`config.mk`:
```
export PLATFORM = sky130hd
export DESIGN_NAME = leitor_musica
export DESIGN_NICKNAME = d
export VERILOG_FILES = /design/src/rtl/leitor_musica.sv
export SDC_FILE = /design/constraint.sdc
export NUM_CORES = 1
export LEC_CHECK = 0
export ABC_AREA = 1
export CAP_MARGIN = 15
export CORE_ASPECT_RATIO = 1.25
export CORE_MARGIN = 1.5
export CORE_UTILIZATION = 59
export CTS_CLUSTER_SIZE = 12
export DETAILED_ROUTE_END_ITERATION = 8
export PLACE_DENSITY = 0.85
export SYNTH_ARGS = -nofsm -noshare
export SYNTH_HDL_FRONTEND = slang
export SYNTH_SLANG_ARGS = --single-unit
```
`constraint.sdc`:
```
create_clock -name clock -period 3.85 [get_ports clock]
set_clock_uncertainty 0.05 [all_clocks]
set_input_delay 0.5775 -clock clock [delete_from_list [all_inputs] [get_ports clock]]
set_output_delay 0.5775 -clock clock [all_outputs]
set_load 0.005 [all_outputs]
```
`src/rtl/leitor_musica.sv`:
```
`default_nettype none
// ============================================================================
// Module   : leitor_musica
// Purpose  : Playback sequencer. Walks the note/tempo music RAM from address 0,
//            holds each note for its stored number of metronome ticks, inserts
//            a silent gap between notes and stops on the end-of-song flag or
//            after the last address.
// Revision : 1.0 - initial release
// ============================================================================
module leitor_musica #(
  parameter int NUM_NOTAS  = 256,
  parameter int GAP_CYCLES = 2500,
  localparam int c_AW      = (NUM_NOTAS > 1) ? $clog2(NUM_NOTAS) : 1
) (
  input  logic            clock,
  input  logic            reset,
  input  logic            inicia,
  input  logic            para,
  input  logic            pausa,
  input  logic            tick,
  input  logic [3:0]      mem_nota,
  input  logic [3:0]      mem_tempo,
  input  logic            mem_fim,
  output logic [c_AW-1:0] endereco,
  output logic [3:0]      nota,
  output logic            toca,
  output logic            tocando,
  output logic            fim
);

  // Gap counter must hold GAP_CYCLES-1; the +1 keeps the width >= 1 when GAP_CYCLES is 1.
  localparam int              c_GW       = $clog2(GAP_CYCLES + 1);
  localparam logic [c_GW-1:0] c_GAP_LOAD = c_GW'(GAP_CYCLES - 1);
  localparam logic [c_AW-1:0] c_LAST     = c_AW'(NUM_NOTAS - 1);

  typedef enum logic [2:0] {
    S_IDLE       = 3'd0,
    S_BUSCA      = 3'd1,
    S_CARREGA    = 3'd2,
    S_TOCA       = 3'd3,
    S_PAUSA_NOTA = 3'd4,
    S_FIM        = 3'd5
  } state_t;

  state_t          r_state;
  state_t          w_next;

  logic [c_AW-1:0] r_endereco;
  logic [3:0]      r_nota;
  logic [3:0]      r_restantes;
  logic [c_GW-1:0] r_gap;
  logic            r_toca;
  logic            r_tocando;
  logic            r_fim;

  // Datapath strobes produced by the next-state logic.
  logic            w_addr_clr;
  logic            w_addr_inc;
  logic            w_carrega;
  logic            w_rest_dec;
  logic            w_gap_load;
  logic            w_gap_dec;

  // State register.
  always_ff @(posedge clock) begin
    if (reset) begin
      r_state <= S_IDLE;
    end else begin
      r_state <= w_next;
    end
  end

  // Next-state and datapath control; abort overrides everything outside IDLE.
  always_comb begin
    w_next     = r_state;
    w_addr_clr = 1'b0;
    w_addr_inc = 1'b0;
    w_carrega  = 1'b0;
    w_rest_dec = 1'b0;
    w_gap_load = 1'b0;
    w_gap_dec  = 1'b0;

    case (r_state)
      S_IDLE: begin
        if (inicia) begin
          w_addr_clr = 1'b1;
          w_next     = S_BUSCA;
        end
      end
      S_BUSCA: begin
        // RAM read latency: data for the new address is valid next cycle.
        w_next = S_CARREGA;
      end
      S_CARREGA: begin
        if (mem_fim) begin
          w_next = S_FIM;
        end else begin
          w_carrega = 1'b1;
          w_next    = S_TOCA;
        end
      end
      S_TOCA: begin
        if (!pausa && tick) begin
          if (r_restantes <= 4'd1) begin
            w_gap_load = 1'b1;
            w_next     = S_PAUSA_NOTA;
          end else begin
            w_rest_dec = 1'b1;
          end
        end
      end
      S_PAUSA_NOTA: begin
        if (!pausa) begin
          if (r_gap == '0) begin
            // The address never wraps: the last entry ends the song.
            if (r_endereco == c_LAST) begin
              w_next = S_FIM;
            end else begin
              w_addr_inc = 1'b1;
              w_next     = S_BUSCA;
            end
          end else begin
            w_gap_dec = 1'b1;
          end
        end
      end
      S_FIM: begin
        w_next = S_IDLE;
      end
      default: begin
        w_next = S_IDLE;
      end
    endcase

    if (para && (r_state != S_IDLE)) begin
      w_next     = S_IDLE;
      w_addr_clr = 1'b0;
      w_addr_inc = 1'b0;
      w_carrega  = 1'b0;
      w_rest_dec = 1'b0;
      w_gap_load = 1'b0;
      w_gap_dec  = 1'b0;
    end
  end

  // Address, note, duration and gap counters plus registered status outputs.
  always_ff @(posedge clock) begin
    if (reset) begin
      r_endereco  <= '0;
      r_nota      <= 4'd0;
      r_restantes <= 4'd0;
      r_gap       <= '0;
      r_toca      <= 1'b0;
      r_tocando   <= 1'b0;
      r_fim       <= 1'b0;
    end else begin
      if (w_addr_clr) begin
        r_endereco <= '0;
      end else if (w_addr_inc) begin
        r_endereco <= r_endereco + c_AW'(1);
      end

      if (w_carrega) begin
        r_nota      <= mem_nota;
        // A zero duration still plays for one tick.
        r_restantes <= (mem_tempo == 4'd0) ? 4'd1 : mem_tempo;
      end else if (w_rest_dec) begin
        r_restantes <= r_restantes - 4'd1;
      end

      if (w_gap_load) begin
        r_gap <= c_GAP_LOAD;
      end else if (w_gap_dec) begin
        r_gap <= r_gap - c_GW'(1);
      end

      // Outputs are registered from the next state so they line up with it.
      r_toca    <= (w_next == S_TOCA);
      r_tocando <= (w_next != S_IDLE);
      r_fim     <= (w_next == S_FIM);
    end
  end

  assign endereco = r_endereco;
  assign nota     = r_nota;
  assign toca     = r_toca;
  assign tocando  = r_tocando;
  assign fim      = r_fim;

endmodule
`default_nettype wire

```
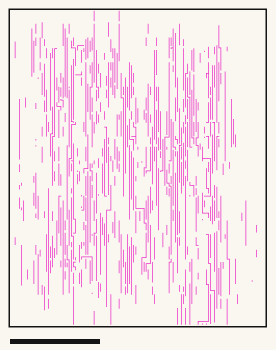
**Above:** run 1 (signal wires on met2).
Bar = 20 microns.
- main direction: vertical
- wire length on this layer: 2290 microns
- share of all routed wire: 50%
- longest straight run: 23.5 microns

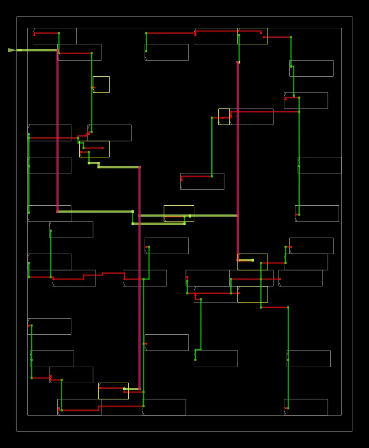
**Above:** run 1 (clock routing).
clk pwr: 283 uW
number of clock sinks: 34

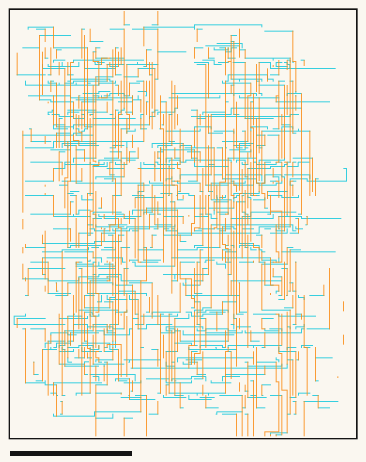
**Above:** run 1 (metal layers overlaid).
Bar = 20 microns. Two of the layers only.
- orange: metal 2 (wire length 2290 microns)
- cyan: metal 1 (wire length 1960 microns)

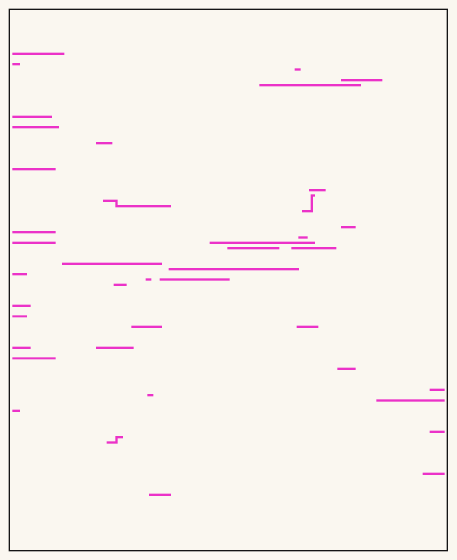
**Above:** run 1 (signal wires on met3).
- longest straight run: 16.6 microns
- main direction: horizontal
- nets with wire on the layer: 33
- wire length on this layer: 181 microns
Detailed Route WL: 4570 microns
met3 Usage GRT: 4.63%
total number of vias: 2067

==> CHANGELOG.md, run 1 <==
## Implementation

* Warning total across the stage logs at 28
* Maximum fanout along the worst path at 7
* Non-clock buffer count in the final layout at 29
* Sum of routed wire segments on met1 at between 1500 and 2000 microns
* Fin worst setup slack at just under 2000 ps
* Wire length on met3 at 181 microns
* Clock buffer depth at 2
* R2r endpoint: tocando
* TritonCTS clock tree: done
* Synthesis-to-layout area growth at 19.3%
* Adder and majority gate portion of the synthesized area at 2.96%
* Worst hold path depth at 2
* WP depth at 1
* Initial DRC count at between 80 and 90
* Most flops, register: r_gap
* P_comb at 152 uW
* Floorplan die width at about 57 microns
* Buffering stage count on the worst path with inverters included at 1
* Required time of the worst setup path at approximately 3200 ps
* Placed instance count at 384
* Post-route ant nets at 0
* Share of final layout cell area taken by clock buffers and inverters at 3.77%
* Total half-perimeter wirelength after legalization and detailed placement at around 3400 microns
* Result of the run: finished clean
* Crit-path slowest cell: sky130_fd_sc_hd__clkdlybuf4s50_1
* Reported net switching power at 239 uW
* Maximum number of pins on one net before global-route repair at 15
* R2R Path Start: endereco[0]
* Die outline area at between 3000 and 4000 sq um
* Crit share post-route at between 50% and 60%
* Unrepaired setup endpoints after global routing: false
* Total of cells resized after clock tree synthesis at 0
* Max-Slew Margin vs Limit at roughly 72%
**Run 1: PDN straps and rails**

Bar = 20 microns. Pins as bars on the die edge.
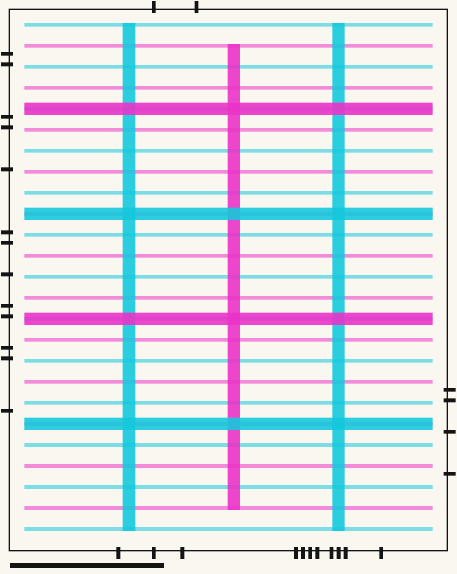

==> inputs of run 2 (changes only) <==
--- a/config.mk
+++ b/config.mk
@@ -9,10 +9,10 @@
 export CAP_MARGIN = 15
 export CORE_ASPECT_RATIO = 1.25
 export CORE_MARGIN = 1.5
-export CORE_UTILIZATION = 59
+export CORE_UTILIZATION = 49
 export CTS_CLUSTER_SIZE = 12
 export DETAILED_ROUTE_END_ITERATION = 8
-export PLACE_DENSITY = 0.85
+export PLACE_DENSITY = 0.76
 export SYNTH_ARGS = -nofsm -noshare
 export SYNTH_HDL_FRONTEND = slang
 export SYNTH_SLANG_ARGS = --single-unit
==> constraint.sdc (replaced) <==
create_clock -name clock -period 1.71 [get_ports clock]
set_clock_uncertainty 0.05 [all_clocks]
set_input_delay 0.2565 -clock clock [delete_from_list [all_inputs] [get_ports clock]]
set_output_delay 0.2565 -clock clock [all_outputs]
set_load 0.005 [all_outputs]
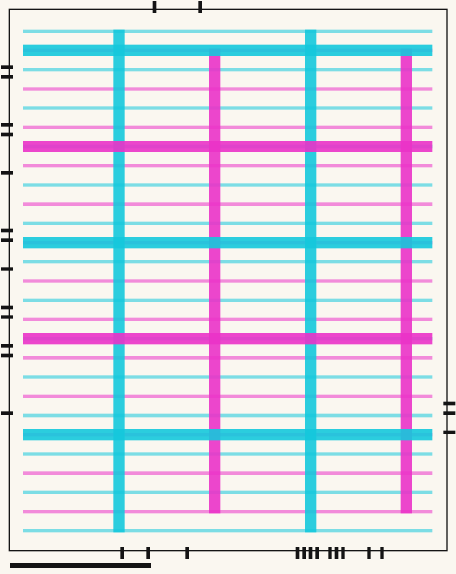
**Above:** run 2 (PDN straps and rails).
Bar = 20 microns. Pins as bars on the die edge.
- cyan: VSS
- magenta: VDD
- rows: 26
- met4 straps: 4
- met1 rails: 27
- signal pins: 30
- met5 straps: 5
height of the chip: 76.4 microns
Peak supply drop: 0.680 mV
area of the core: 4100 sq um
floorplan die width: 61.8 microns

==> CHANGELOG.md, run 2 <==
## Implementation

* Buffers added on ports at 29
* Maximum fanout along the worst path at 5 (-2)
* R2R Path Start: r_restantes[0]
* Warning total across the stage logs at 29 (+3.6%)
* Total of cells resized after clock tree synthesis at 1 (+1)
* Adder and majority gate portion of the synthesized area at 2.96% (unchanged)
* Post-CTS setup buffer count at 0
* Met3 Usage GRT at 4.24% (-0.39 points)
* Non-clock buffer count in the final layout at 47 (+62%)
* Reported net switching power at 527 uW (+120%)
* Path class of the lowest-slack min-delay path: reg -> reg
* Crit share post-route at a little over nine tenths
* Total nets after synthesis at 339
* Number of clock sinks at 34 (unchanged)
* Die outline area at 4720 sq um (+19%)
* Pre-CTS setup slack at -50.9 ps
* Synthesis-to-layout area growth at 27.5%
* Wire length on met3 at 177 microns (-2.2%)
* Initial DRC count at 119 (+47%)
* Share of final layout cell area taken by clock buffers and inverters at 3.53% (-0.24 points)
* R2r endpoint: r_restantes[1]
* Max-Slew Margin vs Limit at 79.1% (+6.8 points)
* Clk pwr at 620 uW (+120%)
* Most flops, register: r_gap
* Total half-perimeter wirelength after legalization and detailed placement at 3500 microns (+2.8%)
* Result of the run: finished clean
* Unrepaired setup endpoints after global routing: true
* P_comb at 377 uW (+150%)
* Buffering stage count on the worst path with inverters included at 3 (+2)
* Grt met2 use at 33.5%
* Placed instance count at 418 (+8.9%)
* Post-route ant nets at 0 (unchanged)
* WP depth at 11 (+10)
* TritonCTS clock tree: done
* Worst hold path depth at 2 (unchanged)
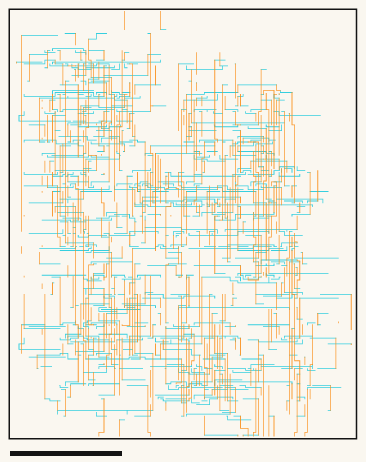
**Above:** run 2 (metal layers overlaid).
Bar = 20 microns. Two of the layers only.
- cyan: metal 1 (wire length 2010 microns)
- orange: metal 2 (wire length 2220 microns)
Detailed Route WL: 4530 microns
Routed WL per cell: 10.6 microns
global router's overall resource usage: 20.4%
total number of vias: 2094

No activity file was given, so power comes from the tool's default toggle rates.
